==> src/rtl/blackjack_deal_sequencer.sv <==
// rtl/blackjack_deal_sequencer.sv - round controller for one player vs dealer
// Pulls cards from the shuffle/deal datapath, applies the dealer stand rule and reports the result.
module blackjack_deal_sequencer #(
    parameter int DECK_SIZE    = 52,
    parameter int RESHUFFLE_AT = 15,
    parameter int DEALER_STAND = 17
) (
    input  logic       i_clk,
    input  logic       i_rst,
    input  logic       i_start,
    input  logic       i_hit,
    input  logic       i_stand,
    output logic       o_shuffle_req,
    input  logic       i_shuffle_done,
    output logic       o_card_req,
    input  logic       i_card_valid,
    input  logic [5:0] i_card_in,
    output logic [4:0] o_player_total,
    output logic [4:0] o_dealer_total,
    output logic [5:0] o_cards_left,
    output logic       o_await_player,
    output logic       o_busy,
    output logic [1:0] o_result,
    output logic       o_result_valid
);

    typedef enum logic [3:0] {
        IDLE, SHUFFLE, DEAL_P1, DEAL_D1, DEAL_P2, DEAL_D2,
        PLAYER, PLAYER_HIT, DEALER, DEALER_HIT, RESOLVE, DONE
    } state_t;

    state_t     r_state, w_next, r_ret_state;
    logic [5:0] r_cards_left;
    logic [4:0] r_p_hard, r_d_hard;
    logic       r_p_ace, r_d_ace, r_natural;
    logic [1:0] r_result;

    logic       w_card_state, w_player_card, w_card_ok, w_start_ok, w_need_shuffle;
    logic [5:0] w_rank;
    logic [4:0] w_value;
    logic       w_is_ace;
    logic [4:0] w_p_total, w_d_total, w_p_total_new;
    logic [1:0] w_result;

    function automatic logic [4:0] best_total(input logic [4:0] hard, input logic ace);
        return (ace && hard <= 5'd11) ? hard + 5'd10 : hard;
    endfunction

    assign w_card_state   = (r_state == DEAL_P1) || (r_state == DEAL_D1) || (r_state == DEAL_P2) ||
                            (r_state == DEAL_D2) || (r_state == PLAYER_HIT) || (r_state == DEALER_HIT);
    assign w_player_card  = (r_state == DEAL_P1) || (r_state == DEAL_P2) || (r_state == PLAYER_HIT);
    assign w_need_shuffle = w_card_state && (r_cards_left == 6'd0);
    // Out-of-range indices are treated as no card at all: request stays up.
    assign w_card_ok      = w_card_state && !w_need_shuffle && i_card_valid && (i_card_in <= 6'd51);
    assign w_start_ok     = i_start && ((r_state == IDLE) || (r_state == DONE));

    assign w_rank   = i_card_in % 6'd13;
    assign w_is_ace = (w_rank == 6'd0);
    always_comb begin
        w_value = 5'd10;
        if (w_is_ace)
            w_value = 5'd1;
        else if (w_rank <= 6'd8)
            w_value = 5'(w_rank + 6'd1);
    end

    assign w_p_total     = best_total(r_p_hard, r_p_ace);
    assign w_d_total     = best_total(r_d_hard, r_d_ace);
    assign w_p_total_new = best_total(r_p_hard + w_value, r_p_ace | w_is_ace);

    always_comb begin
        w_result = 2'b11;
        if (w_p_total > 5'd21)
            w_result = 2'b10;
        else if (r_natural)
            w_result = (w_d_total == 5'd21) ? 2'b11 : 2'b01;
        else if (w_d_total > 5'd21)
            w_result = 2'b01;
        else if (w_p_total > w_d_total)
            w_result = 2'b01;
        else if (w_p_total < w_d_total)
            w_result = 2'b10;
    end

    always_ff @(posedge i_clk or posedge i_rst) begin
        if (i_rst)
            r_state <= IDLE;
        else
            r_state <= w_next;
    end

    always_comb begin
        w_next = r_state;
        case (r_state)
            IDLE, DONE: begin
                if (i_start)
                    w_next = (r_cards_left < 6'(RESHUFFLE_AT)) ? SHUFFLE : DEAL_P1;
            end
            SHUFFLE: begin
                if (i_shuffle_done)
                    w_next = r_ret_state;
            end
            DEAL_P1, DEAL_D1, DEAL_P2, DEAL_D2, PLAYER_HIT, DEALER_HIT: begin
                if (w_need_shuffle)
                    w_next = SHUFFLE;
                else if (w_card_ok) begin
                    case (r_state)
                        DEAL_P1:    w_next = DEAL_D1;
                        DEAL_D1:    w_next = DEAL_P2;
                        DEAL_P2:    w_next = DEAL_D2;
                        DEAL_D2:    w_next = (w_p_total == 5'd21) ? RESOLVE : PLAYER;
                        PLAYER_HIT: w_next = (w_p_total_new > 5'd21)  ? RESOLVE :
                                             (w_p_total_new == 5'd21) ? DEALER  : PLAYER;
                        default:    w_next = DEALER;
                    endcase
                end
            end
            PLAYER: begin
                if (i_stand)
                    w_next = DEALER;
                else if (i_hit)
                    w_next = PLAYER_HIT;
            end
            DEALER:  w_next = (w_d_total < 5'(DEALER_STAND)) ? DEALER_HIT : RESOLVE;
            RESOLVE: w_next = DONE;
            default: w_next = IDLE;
        endcase
    end

    always_comb begin
        o_shuffle_req  = (r_state == SHUFFLE);
        o_card_req     = w_card_state && !w_need_shuffle;
        o_await_player = (r_state == PLAYER);
        o_busy         = (r_state != IDLE) && (r_state != DONE);
        o_result_valid = (r_state == DONE);
        o_player_total = w_p_total;
        o_dealer_total = w_d_total;
        o_cards_left   = r_cards_left;
        o_result       = r_result;
    end

    always_ff @(posedge i_clk or posedge i_rst) begin
        if (i_rst) begin
            r_ret_state  <= IDLE;
            r_cards_left <= 6'd0;
            r_p_hard     <= 5'd0;
            r_d_hard     <= 5'd0;
            r_p_ace      <= 1'b0;
            r_d_ace      <= 1'b0;
            r_natural    <= 1'b0;
            r_result     <= 2'b00;
        end else begin
            if (w_start_ok) begin
                r_ret_state <= DEAL_P1;
                r_p_hard    <= 5'd0;
                r_d_hard    <= 5'd0;
                r_p_ace     <= 1'b0;
                r_d_ace     <= 1'b0;
                r_natural   <= 1'b0;
                r_result    <= 2'b00;
            end
            // An empty deck mid-round resumes the interrupted deal state after shuffling.
            if (w_need_shuffle)
                r_ret_state <= r_state;
            if ((r_state == SHUFFLE) && i_shuffle_done)
                r_cards_left <= 6'(DECK_SIZE);
            if (w_card_ok) begin
                r_cards_left <= r_cards_left - 6'd1;
                if (w_player_card) begin
                    r_p_hard <= r_p_hard + w_value;
                    r_p_ace  <= r_p_ace | w_is_ace;
                end else begin
                    r_d_hard <= r_d_hard + w_value;
                    r_d_ace  <= r_d_ace | w_is_ace;
                end
                if (r_state == DEAL_D2)
                    r_natural <= (w_p_total == 5'd21);
            end
            if (r_state == RESOLVE)
                r_result <= w_result;
        end
    end

endmodule

==> config.mk <==
export PLATFORM = sky130hd
export DESIGN_NAME = blackjack_deal_sequencer
export DESIGN_NICKNAME = d
export VERILOG_FILES = /design/src/rtl/blackjack_deal_sequencer.sv
export SDC_FILE = /design/constraint.sdc
export NUM_CORES = 1
export LEC_CHECK = 0
export CELL_PAD_IN_SITES_DETAIL_PLACEMENT = 1
export CELL_PAD_IN_SITES_GLOBAL_PLACEMENT = 1
export CORE_ASPECT_RATIO = 1.4
export CORE_MARGIN = 2
export CORE_UTILIZATION = 46
export CTS_CLUSTER_SIZE = 30
export DETAILED_ROUTE_END_ITERATION = 8
export HOLD_SLACK_MARGIN = 0.1
export PLACE_DENSITY_LB_ADDON = 0.1
export SLEW_MARGIN = 40
export SYNTH_ARGS = -nofsm -noshare
export SYNTH_HDL_FRONTEND = slang
export SYNTH_SLANG_ARGS = --single-unit
export TNS_END_PERCENT = 30
==> constraint.sdc <==
create_clock -name i_clk -period 5.39 [get_ports i_clk]
set_input_delay 1.078 -clock i_clk [delete_from_list [all_inputs] [get_ports i_clk]]
set_output_delay 1.078 -clock i_clk [all_outputs]
set_load 0.005 [all_outputs]
### I/O pins on the die edge, run 1

(3 px per µm) Pins as bars across the die edge, other pins in gray.
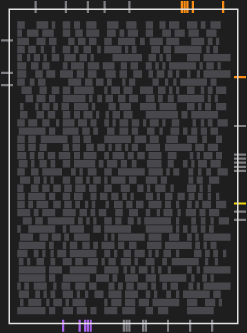
legend:
  o_busy:
    color: yellow
    pins: 1
    direction: output
    edge: east
  o_dealer_total:
    color: purple
    pins: 5
    direction: output
    edge: south
  o_cards_left:
    color: orange
    pins: 6
    direction: output
    edge: 5 north, 1 east
all pins by edge: 13 south, 10 north, 10 east, 3 west

### Track usage over the die, run 1

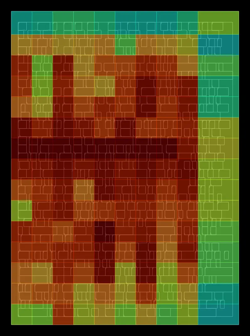
M2 GR Usage: 0.6584
post-route core utilization: 0.6697
global-route usage over all layers: 0.3723
GRT Max-Usage Layer: met2

### Signal wires by layer, run 1

(4 px per µm)
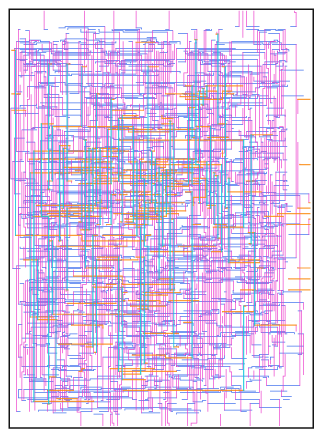
legend:
  metal 4:
    color: cyan
    wire_length: 1500 µm
  metal 3:
    color: orange
    wire_length: 1130 µm
  metal 1:
    color: blue
    wire_length: 5690 µm
  metal 2:
    color: magenta
    wire_length: 8550 µm

==> impl_metrics.csv, run 1 <==
group,metric,value,unit
clock_network,cts_tree,"built",
yosys,yosysTopAreaCellShare,0.2196,
timing,period_needed,6.937,ns
route,drtIter0Drc,378,
die,die_h,104.3,µm
yosys,edf_count,0,
timing,setup_slack,-1.547,ns
clock_network,postCtsHoldBufs,0,
die,floorplan.core_util,0.4733,
clock_network,insertion_delay,0.30,ns
yosys,synth_area,3304,µm²
yosys,ys_area,3304,µm²
worst_setup_path,cp.arrival,7.17,ns
yosys,yosysWarnings,0,
route,route.detailed.drc,0,
clock_network,cts_root_buffer,"clkbuf_8",
route,viasPerCell,6.764,
yosys,yosysTopAreaCell,"dfrtp_1",
cells_and_area,syn_to_final_growth,41.50,%
run,drv_cap,0,
route,ant_nets,0,
global_routing,grt_pass1_vias,4342,
clock_network,clk_path_buf_depth,2,
global_routing,grt_pass1_wl,22.40,mm
worst_setup_path,worst-path-buf-inv,4,
die,chip_area,7887,µm²
worst_setup_path,cp-endpoint,"r_state[3]",
worst_setup_path,worst_r2r_path_depth,15,
yosys,syn_area_per_cell,7.631,µm²
outcome,outcome,"finished, violations left",
placed_design,hpwl,9.017,mm
yosys,ys_seq_frac,0.2196,
min_path,min_from,"r_d_hard[4]",
yosys,syn_inst,433,
route,drt-total-wl,16.88,mm
yosys,synth-main-ff-cell,"dfrtp_1",
yosys,async_reset_ff_frac,1.000,
cells_and_area,layout.nets,578,
outcome,violations,"negative setup slack",
worst_setup_path,startpoint,"i_card_in[3]",
worst_setup_path,required,5.62,ns
timing,fin_skew,0.009234,ns
clock_network,htree_num_levels,2,
cells_and_area,fillers,828,
timing,period_used_share,1.287,
route,routedWlPerCell,26.54,µm
worst_setup_path,slowest_stage,"a221oi_4",
yosys,yosys-top-cells-count,"55 x nand2_1, 42 x nor2_1, 31 x o21ai_0, 29 x dfrtp_1, 27 x a21oi_1",
timing,clock.fmax,144.2,MHz
clock_network,cts_made_buffers,5,
global_routing,grt_max_degree,30,
clock_network,numClockSinks,29,
min_path,hold_end,"r_d_hard[4]",
timing,setup_violations,7,
worst_setup_path,max_stage_delay,0.39,ns
cells_and_area,seq_area,725.7,µm²
worst_setup_path,crit_type,"primary input to register",
power,p_per_area,600.1,nW/µm²
worst_setup_path,crit_family,"AND-OR/OR-AND gates",
placed_design,port_buffers,35,
min_path,min_path_type,"register to register",
clock_network,cts.reportedPaths.clkPinSlew,0.08,ns
global_routing,gr-total-overflow,0,
die,die_w,75.63,µm
worst_setup_path,worstSetupStartpointType,"primary input",
yosys,yosys.cell_count.top_type,"nand2_1",
worst_setup_path,critPathCaptureType,"register",
route,num_vias,4302,
yosys,syn_nets,471,
worst_setup_path,r2r_start,"r_p_hard[1]",
die,coreArea,6982,µm²
timing,fin_setup_tns,-5.531,ns
yosys,synth_cell_type_count,79,
route,dr.pass1.iters,7,
run 1: cells by family after synthesis:
| group | count (synthesis) | synth area share |
|---|---|---|
| AND/OR/NAND/NOR | 179 | 0.2836 |
| multiplexers | 6 | 0.01855 |
| AND-OR/OR-AND | 129 | 0.2783 |
| buffers and inverters | 48 | 0.05982 |
| adder cells (fa/ha/maj) | 26 | 0.09769 |
| XOR/XNOR | 16 | 0.04241 |
| flip-flops | 29 | 0.2196 |
run 1: layout make-up:
cell class | instances | area share
multi-input combinational | 356 | 0.5563
timing repair buffer | 122 | 0.2165
sequential | 29 | 0.1552
tap | 95 | 0.02542
inverter | 26 | 0.02087
clock buffer | 6 | 0.01766
clock inverter | 2 | 0.008028
run 1: sequential cells by signal (all words and copies together), names as in the netlist:
| signal | cells |
|---|---|
| r_p_hard | 5 |
| r_ret_state | 4 |
| r_d_ace | 1 |
| o_cards_left | 6 |
| r_natural | 1 |
| r_state | 4 |
| r_d_hard | 5 |
| r_p_ace | 1 |
| o_result | 2 |
run 1: placed cells by master, fill, tap and decap left out, types with 3 or more instances in the layout:
master | Yosys | routed
buf_4 | 3 | 84
nand2_1 | 55 | 53
nor2_1 | 42 | 35
clkdlybuf4s50_1 | 0 | 30
dfrtp_1 | 29 | 29
o21ai_0 | 31 | 28
inv_1 | 26 | 25
a21oi_1 | 27 | 23
ha_1 | 25 | 21
nand2b_1 | 14 | 12
nor3_1 | 13 | 12
xnor2_1 | 11 | 10
nor2b_1 | 8 | 8
nand3_1 | 7 | 6
nor2_2 | 0 | 6
clkbuf_8 | 0 | 6
buf_6 | 0 | 6
or2_2 | 5 | 5
xor2_1 | 5 | 5
mux2i_1 | 5 | 5
o31ai_1 | 5 | 5
a21o_1 | 4 | 4
a31oi_1 | 6 | 4
o21ai_2 | 1 | 4
a21oi_2 | 1 | 4
and4_1 | 4 | 4
or3_1 | 3 | 3
a211oi_2 | 2 | 3
and2_1 | 3 | 3
nand3b_1 | 3 | 3
a211o_1 | 3 | 3
a211oi_1 | 4 | 3
o22ai_1 | 3 | 3
o2111ai_1 | 3 | 3
ha_4 | 0 | 3
run 1: per-layer routing:
metal,GRT usage,vias to the layer above,part of all wire
met5,0,-,0
met1,0.3896,2097,0.34
li1,-,1784,-
met3,0.06008,144,0.067
met4,0.2256,0,0.089
met2,0.6584,277,0.51
run 1: where the power goes:
group          internal (W)  switching [W]  total, W
sequential         0.000307       0.000189  0.000496
combinational      0.000917        0.00114   0.00206
clock              0.000150       0.000103  0.000253
total               0.00137        0.00143   0.00281
run 1: per-stage QoR:
| stage | power (W) | worst slack, ns | hold slack [ns] | instance area (µm²) | cells |
|---|---|---|---|---|---|
| final | 0.002806 | -1.547 | 0.5281 | 4676 | 636 |
| after detailed placement | 0.002200 | -1.746 | 0.4923 | 4270 | 612 |
| after global routing | 0.002930 | -1.620 | 0.5592 | 4676 | 636 |
| after global placement | 0.002106 | -1.320 | 0.4855 | 4270 | 612 |
| after floorplan | 0.001497 | -1.189 | 0.4623 | 3377 | 433 |
| after CTS | 0.002524 | -0.8212 | 0.5058 | 4574 | 630 |
--- run 2 (diff from run 1) ---
Settings changed: CORE_MARGIN 2 to 1, REMOVE_ABC_BUFFERS set to 1.
==> run 2 against run 1 <==
Net effect: the run now fails in 5_1_grt; area after synthesis unchanged; synthesized cell count unchanged.
==> impl_metrics.csv, run 2 <==
group,metric,value,unit
yosys,ys_area,3304,µm²
yosys,syn_inst,433,
placed_design,hpwl,8.133,mm
die,num_rows,36,
yosys,yosys-top-cells-area,"dfrtp_1 22%, ha_1 9.5%, nand2_1 6.2%",
yosys,syn_area_per_cell,7.631,µm²
yosys,yosys_cells,433,
yosys,yosysTopAreaCellShare,0.2196,
clock_network,cts_made_buffers,5,
clock_network,numClockSinks,29,
yosys,synth_cell_type_count,79,
die,die_w,73.63,µm
placed_design,port_buffers,35,
global_routing,grt_max_degree,30,
yosys,yosys-top-cells-count,"55 x nand2_1, 42 x nor2_1, 31 x o21ai_0, 29 x dfrtp_1, 27 x a21oi_1",
outcome,outcome,"aborted with a tool error",
placed_design,pre_cts_ws,-1.835,ns
yosys,ys_seq_frac,0.2196,
yosys,synth-main-ff-cell,"dfrtp_1",
die,die_h,102.3,µm
outcome,first-error,"[ERROR DPL-0033] detailed placement checks failed during check placement.",
placed_design,place_congestion,0.9044,
die,floorplan.core_util,0.4764,
clock_network,htree_num_levels,2,
clock_network,clk_path_buf_depth,2,
yosys,yosys.cell_count.top_type,"nand2_1",
clock_network,postCtsHoldBufs,0,
yosys,async_reset_ff_frac,1.000,
yosys,synth_area,3304,µm²
global_routing,antenna_found_initial,0,
die,boundaryPins,36,
yosys,yosysTopAreaCell,"dfrtp_1",
outcome,haltStage,"5_1_grt",
timing,worstEpCategory,"register input",
yosys,ys_ff,29,
timing,worstEndpointGrtRepair,"r_state[3]$_DFFE_PP0P_/D",
placed_design,dpl_cell_area,4169,µm²
yosys,edf_count,0,
yosys,yosysWarnings,0,
clock_network,cts_root_buffer,"clkbuf_8",
[run 2: cell counts after synthesis]
No cell type changed its count.
[run 2: cell families after synthesis]
kind of cell / count (synthesis) / share of synthesized area
xor+xnor: 16 / 0.04241
flops: 29 / 0.2196
buf+inv: 48 / 0.05982
fa+ha+maj: 26 / 0.09769
simple gates: 179 / 0.2836
compound gates: 129 / 0.2783
mux: 6 / 0.01855
[run 2: timing repair]
action | in CTS
setup endpoints to repair | 9
resized | 70
setup buffers | 29
hold endpoints to repair | 0
pin swaps | 44
[run 2: metrics by stage]
| stage | utilization | power, W | hold slack, ns | std cells |
|---|---|---|---|---|
| after floorplan | - | 0.001427 | 0.4623 | 411 |
| after global placement | 0.6010 | 0.002066 | 0.4776 | 607 |
| after detailed placement | 0.6010 | 0.002141 | 0.4967 | 607 |
| after CTS | 0.6746 | 0.002518 | 0.5154 | 643 |
--- run 3 (diff from run 2) ---
Settings changed: CELL_PAD_IN_SITES_DETAIL_PLACEMENT 1 to unset, CELL_PAD_IN_SITES_GLOBAL_PLACEMENT 1 to unset, CORE_ASPECT_RATIO 1.4 to unset, CORE_UTILIZATION 46 to 37, CTS_CLUSTER_SIZE 30 to unset, HOLD_SLACK_MARGIN 0.1 to unset, PLACE_DENSITY_LB_ADDON 0.1 to 0.15.
### Sequential cells grouped by signal name, run 3

(3 px per µm) Other sequential cells in the stronger gray, the rest of the logic in the fainter gray.
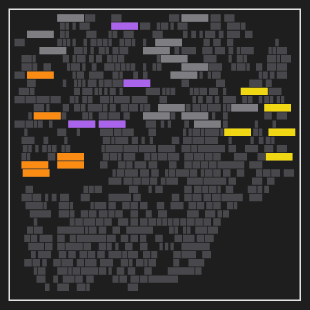
legend:
  o_cards_left:
    color: orange
    flops: 6
    where: west
  r_state:
    color: purple
    flops: 4
  r_d_hard:
    color: yellow
    flops: 5
    where: east
seq pwr: 0.000480 W
Register Area: 725.7 µm²
Seq/total area: 0.1531
post-route core utilization: 0.5463

==> run 3 against run 2 <==
Net effect: the run now ends with negative setup slack left; area after synthesis unchanged; synthesized cell count is the same.
==> impl_metrics.csv, run 3 <==
group,metric,value,unit
min_path,min_path_type,"register to register",
placed_design,dpl_cell_area,4208,µm²
yosys,edf_count,0,
clock_network,htree_num_levels,2,
yosys,yosysTopAreaCellShare,0.2196,
cells_and_area,layout.nets,582,
die,floorplan.core_util,0.3808,
clock_network,cts_made_buffers,5,
timing,period_needed,6.054,ns
route,viasPerCell,5.429,
min_path,hold_end,"r_d_hard[4]",
cells_and_area,syn_to_final_growth,43.47,%
timing,fin_skew,0.009515,ns
route,ant_nets,0,
power,power.total,0.002512,W
yosys,syn_area_per_cell,7.631,µm²
outcome,outcome,"finished, violations left",
yosys,synth-main-ff-cell,"dfrtp_1",
yosys,ys_seq_frac,0.2196,
clock_network,insertion_delay,0.29,ns
global_routing,grt_pass1_wl,15.59,mm
route,drtIter0Drc,138,
global_routing,grt_pass1_vias,3312,
yosys,yosysTopAreaCell,"dfrtp_1",
worst_setup_path,r2r_start,"r_p_hard[1]",
yosys,synth_area,3304,µm²
clock_network,cts.reportedPaths.clkPinSlew,0.07,ns
global_routing,antenna_found_initial,0,
cells_and_area,fillers,816,
worst_setup_path,crit_type,"primary input to register",
yosys,syn_inst,433,
clock_network,cts_tree,"built",
cells_and_area,largest_register_ff_count,6,
yosys,ys_ff,29,
timing,setup_slack,-0.6639,ns
die,die_h,96.51,µm
yosys,yosys-top-cells-count,"55 x nand2_1, 42 x nor2_1, 31 x o21ai_0, 29 x dfrtp_1, 27 x a21oi_1",
yosys,async_reset_ff_frac,1.000,
yosys,synth_cell_type_count,79,
yosys,ys_area,3304,µm²
run,drv_cap,0,
timing,maxSlewViolCount,0,
timing,clock.fmax,165.2,MHz
timing,whs,0.5139,ns
clock_network,cts_root_buffer,"clkbuf_8",
timing,setup_violations,3,
worst_setup_path,worstSetupStartpointType,"primary input",
worst_setup_path,required,5.57,ns
global_routing,gr-total-overflow,0,
route,routedWlPerCell,14.74,µm
die,coreArea,8678,µm²
worst_setup_path,critPathCaptureType,"register",
worst_setup_path,cp.arrival,6.23,ns
power,p_per_area,529.9,nW/µm²
power,worst_ir_drop_vdd,0.2861,mV
min_path,min_from,"r_d_hard[4]",
cells_and_area,post-route-cell-area,4741,µm²
yosys,yosys_cells,433,
global_routing,grt.total_usage,0.2111,
placed_design,post-place-cells,623,
worst_setup_path,slowest_stage,"o41a_1",
cells_and_area,instances_no_fill,653,
yosys,yosysWarnings,0,
placed_design,hpwl,7.012,mm
route,num_vias,3545,
clock_network,numClockSinks,29,
die,boundaryPins,36,
global_routing,grt_max_degree,30,
die,num_rows,34,
timing,period_used_share,1.123,
route,dr.pass1.iters,5,
die,chip_area,9313,µm²
yosys,yosys-top-cells-area,"dfrtp_1 22%, ha_1 9.5%, nand2_1 6.2%",
cells_and_area,final_cell_mix,"88 x buf_4, 53 x nand2_1, 36 x nor2_1, 30 x clkdlybuf4s50_1",
yosys,yosys.cell_count.top_type,"nand2_1",
outcome,violations,"negative setup slack",
route,drt-total-wl,9.628,mm
placed_design,port_buffers,35,
### Wires at chosen ports, followed through buffers, run 3

(4 px per µm)
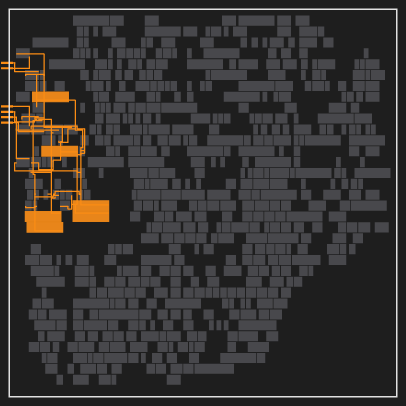
legend:
  o_cards_left:
    color: orange
    bits: 6
    direction: output
    edge: west
    end_cells: 6
    wire: 367 µm

-- run 3: cell counts after synthesis --
No cell type changed its count.
-- run 3: timing repair --
| item | 4_1_cts | 5_1_grt |
|---|---|---|
| pin swaps | 32 | 27 |
| hold buffers | 0 | 0 |
| setup buffers | 16 | 7 |
| gates resized | 56 | 18 |
| endpoints found under the setup margin | 7 | 5 |
-- run 3: worst max path at each step --
stage / startpoint / end / slack, ns / depth (start not counted)
2_1_floorplan: i_card_in[5] / r_state[3] / -1.05 / 26
3_3_place_gp: i_card_in[2] / r_state[3] / -1.40 / 29
3_5_place_dp: i_card_in[2] / r_state[3] / -1.60 / 28
4_1_cts: i_card_in[5] / r_state[3] / -0.67 / 27
5_1_grt: i_card_in[4] / r_state[3] / -0.95 / 29
6_report: i_card_in[4] / r_state[1] / -0.66 / 28
-- run 3: where the power goes --
part | switching, W | total (W) | internal [W]
Clock | 0.0000875 | 0.000177 | 0.0000893
Combinational | 0.000910 | 0.00186 | 0.000945
Sequential | 0.000172 | 0.000480 | 0.000308
Total | 0.00117 | 0.00251 | 0.00134
-- run 3: per-layer routing --
layer / share of wire / routed length (µm) / global-route usage / up-vias
li1: - / - / - / 1795
met1: 0.47 / 4515 / 0.2815 / 1672
met2: 0.49 / 4681 / 0.3603 / 64
met3: 0.031 / 297 / 0.03130 / 14
met4: 0.014 / 134 / 0.04412 / 0
met5: 0 / 0 / 0 / -
-- run 3: cell type report --
class	count	area share
multi-input cells	356	0.5619
repair buffers	126	0.2185
flip-flops and latches	29	0.1531
well taps	108	0.02850
inverters	26	0.02059
clock buffers	6	0.01531
clock inverters	2	0.002111
-- run 3: cells by family after synthesis --
group / share of synthesized area
and+or+nand+nor: 0.2836
AOI/OAI and AO/OA: 0.2783
buffers and inverters: 0.05982
DFF: 0.2196
adders and majority gates: 0.09769
xor gates and xnor gates: 0.04241
muxes: 0.01855
-- run 3: critical path, delay by kind of cell --
family	cells	cell delay, ns
simple gates	7	1.17
mux	1	0.31
buf+inv	5	0.58
fa+ha+maj	4	0.70
compound gates	11	2.37
-- run 3: metrics by stage --
stage / setup TNS [ns] / setup WS, ns
floorplan: -2.712 / -1.051
detailed placement: -6.884 / -1.601
finish: -1.882 / -0.6639
CTS: -1.918 / -0.6664
global placement: -5.391 / -1.401
global route: -2.976 / -0.9536
### I/O pins on the die edge, run 3

(3 px per µm) Pins as bars across the die edge, other pins in gray.
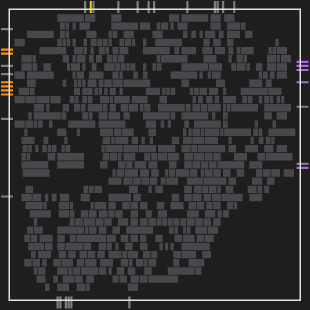

--- run 4 (diff from run 3) ---
Settings changed: CAP_MARGIN set to 20, SKIP_CTS_REPAIR_TIMING set to 1.
### I/O pins on the die edge, run 4

(3 px per µm) Pins as bars across the die edge, other pins in gray.
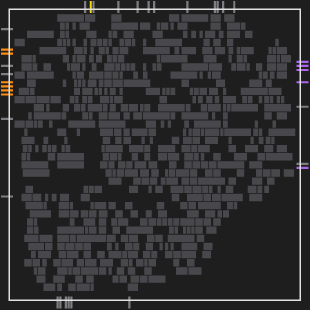
legend:
  o_dealer_total:
    color: purple
    pins: 5
    direction: output
    edge: east
  o_busy:
    color: yellow
    pins: 1
    direction: output
    edge: north
  o_cards_left:
    color: orange
    pins: 6
    direction: output
    edge: west

==> run 4 against run 3 <==
Net effect: the flow still finishes with violations (negative setup slack); critical path depth unchanged; hold slack improved by 0.00092 ns; wire length shrank 2.1%; power down 2.1%; sequential share of layout area grew 0.44 points; area after synthesis unchanged; global-route usage shrank 1.1 points; setup slack got worse by 0.11 ns; combinational power shrank 3%; flip-flop count unchanged; core utilization decreased by 1.5 points; critical path type unchanged; critical endpoint is now r_state[3]; largest cell class unchanged.
==> impl_metrics.csv, run 4 <==
group,metric,value,unit
outcome,outcome,"finished, violations left",
outcome,violations,"negative setup slack",
die,floorplan.core_util,0.3808,
die,die_w,96.51,µm
yosys,yosys.cell_count.top_type,"nand2_1",
die,die_h,96.51,µm
cells_and_area,final_cell_mix,"79 x buf_4, 54 x nand2_1, 36 x nor2_1, 30 x o21ai_0, 30 x clkdlybuf4s50_1",
die,boundaryPins,36,
clock_network,cts_root_buffer,"clkbuf_8",
min_path,hold_end,"r_d_hard[4]",
yosys,yosys-top-cells-area,"dfrtp_1 22%, ha_1 9.5%, nand2_1 6.2%",
yosys,async_reset_ff_frac,1.000,
cells_and_area,layout.nets,572,
cells_and_area,num_antenna_cells,0,
yosys,yosys_cells,433,
clock_network,cts.reportedPaths.clkPinSlew,0.07,ns
timing,setup_slack,-0.7707,ns
placed_design,pre_cts_ws,-1.601,ns
yosys,ys_ff,29,
yosys,synth-main-ff-cell,"dfrtp_1",
route,num_vias,3523,
clock_network,cts_tree,"built",
route,ant_nets,0,
die,num_rows,34,
route,route.detailed.drc,0,
global_routing,grt_pass1_wl,14.73,mm
cells_and_area,fillers,837,
global_routing,grt_max_degree,30,
worst_setup_path,worst_r2r_path_depth,12,
timing,fin_setup_tns,-2.158,ns
timing,fin_skew,0.009396,ns
clock_network,htree_num_levels,2,
global_routing,grt.total_usage,0.2000,
route,viasPerCell,5.479,
timing,clock.fmax,162.3,MHz
yosys,ys_seq_frac,0.2196,
cells_and_area,post-route-cell-area,4607,µm²
clock_network,cts_made_buffers,5,
route,routedWlPerCell,14.66,µm
run,warning_count,32,
cells_and_area,drive_gt1_frac,0.2748,
timing,maxSlewViolCount,0,
yosys,yosysWarnings,0,
run,drv_cap,0,
worst_setup_path,r2r_end,"r_state[3]",
global_routing,antenna_found_initial,0,
min_path,whs_path_depth,1,
route,drtIter0Drc,136,
timing,whs,0.5148,ns
timing,period_used_share,1.143,
placed_design,hpwl,7.012,mm
power,worst_ir_drop_vdd,0.2777,mV
min_path,min_from,"r_d_hard[4]",
route,drt-total-wl,9.425,mm
yosys,yosysTopAreaCell,"dfrtp_1",
timing,setup_violations,3,
clock_network,clk_path_buf_depth,2,
worst_setup_path,path_max_fanout,6,
yosys,syn_inst,433,
yosys,synth_area,3304,µm²
placed_design,dpl_cell_area,4208,µm²
global_routing,gr-total-overflow,0,
worst_setup_path,worstSetupStartpointType,"primary input",
yosys,edf_count,0,
cells_and_area,largest_register_ff_count,6,
yosys,synth_cell_type_count,79,
power,power.total,0.002459,W
yosys,syn_area_per_cell,7.631,µm²
yosys,yosysTopAreaCellShare,0.2196,
worst_setup_path,crit_type,"primary input to register",
worst_setup_path,cp.arrival,6.38,ns
yosys,ys_area,3304,µm²
worst_setup_path,required,5.61,ns
power,p_per_area,533.8,nW/µm²
clock_network,numClockSinks,29,
placed_design,place_congestion,0.8637,
timing,hold_viol,0,
global_routing,grt_pass1_vias,3158,
route,dr.pass1.iters,4,
worst_setup_path,r2r_start,"r_p_hard[1]",
placed_design,port_buffers,35,
die,chip_area,9313,µm²
die,coreArea,8678,µm²
cells_and_area,lay_top_count,"buf_4",
worst_setup_path,critPathCaptureType,"register",
timing,period_needed,6.161,ns
min_path,min_path_type,"register to register",
clock_network,insertion_delay,0.29,ns
cells_and_area,syn_to_final_growth,39.42,%
yosys,yosys-top-cells-count,"55 x nand2_1, 42 x nor2_1, 31 x o21ai_0, 29 x dfrtp_1, 27 x a21oi_1",
### Signal wires by layer, run 4

(4 px per µm)
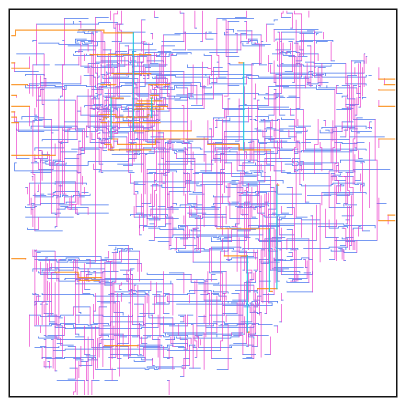
legend:
  metal 1:
    color: blue
    wire_length: 4430 µm
  metal 4:
    color: cyan
    wire_length: 122 µm
  metal 2:
    color: magenta
    wire_length: 4570 µm
  metal 3:
    color: orange
    wire_length: 304 µm

[run 4: cell count changes in the layout (fill, tap and decap cells not counted), moves of 2 or more]
cell and change:
a21oi_2 +3, buf_4 -9, buf_2 -2, a21oi_4 -2
[run 4: cell families after synthesis]
logic type      count (synthesis)  synth area share
simple gates                  179            0.2836
compound gates                129            0.2783
fa+ha+maj                      26           0.09769
mux                             6           0.01855
buf+inv                        48           0.05982
flops                          29            0.2196
xor+xnor                       16           0.04241
[run 4: power breakdown]
group | leakage, nW | switching (W) | internal (W) | total, W
logic | 1.61 | 0.000878 | 0.000926 | 0.00180
clock network | 0.0450 | 0.0000875 | 0.0000893 | 0.000177
registers | 0.367 | 0.000170 | 0.000308 | 0.000478
total | 2.03 | 0.00114 | 0.00132 | 0.00246
[run 4: worst max path at each step]
stage / slack (ns) / cells past startpoint / to / from
2_1_floorplan: -1.05 / 26 / r_state[3] / i_card_in[5]
3_3_place_gp: -1.40 / 29 / r_state[3] / i_card_in[2]
3_5_place_dp: -1.60 / 28 / r_state[3] / i_card_in[2]
4_1_cts: -1.32 / 29 / r_state[3] / i_card_in[2]
5_1_grt: -0.98 / 28 / r_state[3] / i_card_in[3]
6_report: -0.77 / 28 / r_state[3] / i_card_in[3]
[run 4: cell type report]
class,count,area (µm²),area share
Clock inverter,2,10.01,0.002173
Tap cell,108,135.1,0.02933
Timing Repair Buffer,116,967.2,0.2099
Multi-Input combinational cell,356,2599,0.5641
Inverter,26,97.59,0.02118
Sequential cell,29,725.7,0.1575
Clock buffer,6,72.57,0.01575
[run 4: per-layer routing]
layer	vias to the layer above	track usage	share of wire
met5	-	0	0
met4	0	0.03799	0.013
met3	14	0.03130	0.032
met2	73	0.3439	0.48
met1	1659	0.2650	0.47
li1	1777	-	-
[run 4: metrics by stage]
step / cells / utilization
5_1_grt: 643 / 0.5309
4_1_cts: 631 / 0.4944
6_report: 643 / 0.5309
2_1_floorplan: 411 / -
3_3_place_gp: 623 / 0.4849
3_5_place_dp: 623 / 0.4849
[run 4: worst max-delay path, stage by stage]
cell	delay, ns
buf_6	0.09
and4b_1	0.20
a21oi_2	0.18
ha_4	0.19
nand4bb_4	0.15
o21ai_4	0.07
o41a_1	0.44
nand2_2	0.11
nor2_2	0.05
o21ai_2	0.07
o21bai_1	0.13
o311a_1	0.26
ha_4	0.21
nor2_4	0.04
a221oi_2	0.27
nand2_1	0.15
a21oi_2	0.16
ha_2	0.23
ha_4	0.14
a21o_1	0.10
a21o_1	0.19
a211oi_2	0.05
a211o_1	0.29
o41a_1	0.52
a311oi_2	0.40
nor2_2	0.11
a2111o_1	0.38
a21oi_2	0.11
No activity file was given, so power comes from the tool's default toggle rates.
